Fig. 1: cell placement
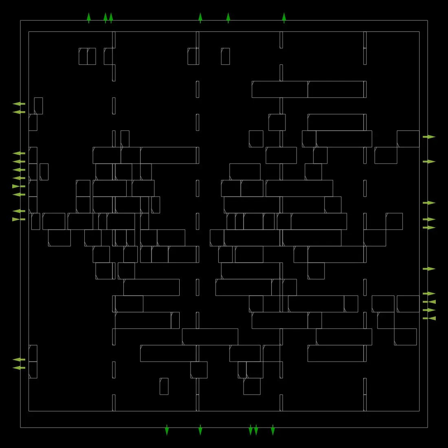
Fig. 2: cell density map
Scale: 6 px per µm. The die is cut into 7 by 7 equal tiles; dark blue is low, red is high, 0 to 100% covered.
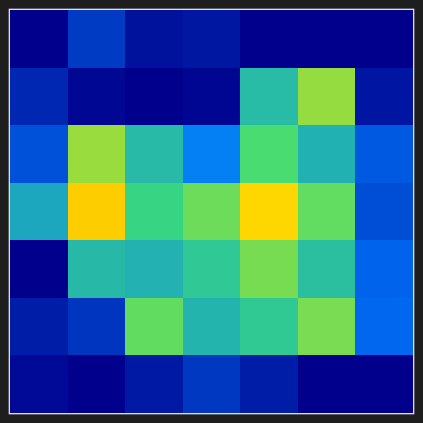
Design stdp_sweep_controller, sky130hd; sources not shown.
==> results.txt <==
fresh numbers from the pnr run: status=finished clean, gr busiest metal=met2, FILL cells=around 430, Antenna Nets Post-Route=0, Worst path slowest cell=clkdlybuf4s50_1, Non-clock buffers, area share=between 10% and 20%, Arrival @ worst endpoint=between 1000 and 1500 ps, clock power share=about a quarter, Worst Path Max Fanout=1, Avg Cell Area, Syn=11.2 µm², Comb gates=between 50 and 60, unrepaired setup endpoints after global routing=false, max incr delay on CP=between 700 and 800 ps, fa+ha+maj area frac=7.69%, fraction of area in registers=40.9%, Synth Seq Share=just over 50%, Placed Instance Area=~0.0011 mm², XORs/XNORs by Area=1.79%, WHS=around 450 ps, total power=1.60 mW, aoi share=under 10%, Sequential cell area=503 µm², Worst EP required=between 1000 and 1500 ps, CTS tree=yes, Synth Instances=87, Clk Tree Root Cell=clkbuf_8, Synth mux share=under 10%, Die X=~67 µm, area grow syn2layout=25.9%, Top non-seq family=buffers and inverters, maximum vdd drop=between 300 and 400 µV, CTS Sinks=20, final-stage net count=roughly 120, Syn. warnings=0, Combinational Power Share=a little over two fifths, Antenna diodes=0, GRT met2 Usage=between 10 and 15%, met3 wire len=between 100 and 150 µm, Psw=618 µW, tool warning count=29, port bufs=16, CP Capture Type=output port, Max-area cell share=51.3%, highest routed layer=met4, ClkCell Share=5.80%, Leak=roughly 0.62 nW, Setup Skew=between 4 and 5 ps, Min-Delay Path Class=reg2reg, Comb/total area=30.3%, global-route wire length before repair=2480 µm, Metal-1 WL=638 µm, Largest cells by area=dfrtp_1 (51%), buf_4 (15%), ha_1 (7.7%), TNS Setup=0 ps, dpl cells=~160, Non-Filler Instances=around 160, post-layout period usage=a little over nine tenths, Commonest Layout Cell=dfrtp_1
Notes on Fig. 1 above:
# rows: 23
core area: 0.00403 mm²
Tap Cells: 50
Layout Utilization: 30.5%

Notes on Fig. 2 above:
The densest ninth of the die: center. 22% of the tiles are nearly empty. 4.1% of the tiles are over 75% full. The mean over all tiles is 26%. The fullest tile reaches 77%.
FP Util: 24.2%

[repair_timing]
item	4_1_cts	5_1_grt
setup endpoints to repair	0	4
buffers inserted	0	1
resized	0	5
[logic make-up after synthesis]
kind of cell / count (synthesis)
other: 1
buffers and inverters: 25
multiplexers: 1
flip-flops: 20
AND-OR/OR-AND: 7
XOR/XNOR: 2
AND/OR/NAND/NOR: 25
adder cells (fa/ha/maj): 6
[power by group through the flow]
stage,clock [mW],combinational (mW),sequential [mW]
4_1_cts,0.415,0.650,0.532
3_5_place_dp,0,0.649,0.539
5_1_grt,0.430,0.724,0.539
3_3_place_gp,0,0.647,0.538
2_1_floorplan,0,0.328,0.674
6_report,0.400,0.670,0.532
No activity file was given, so power comes from the tool's default toggle rates.
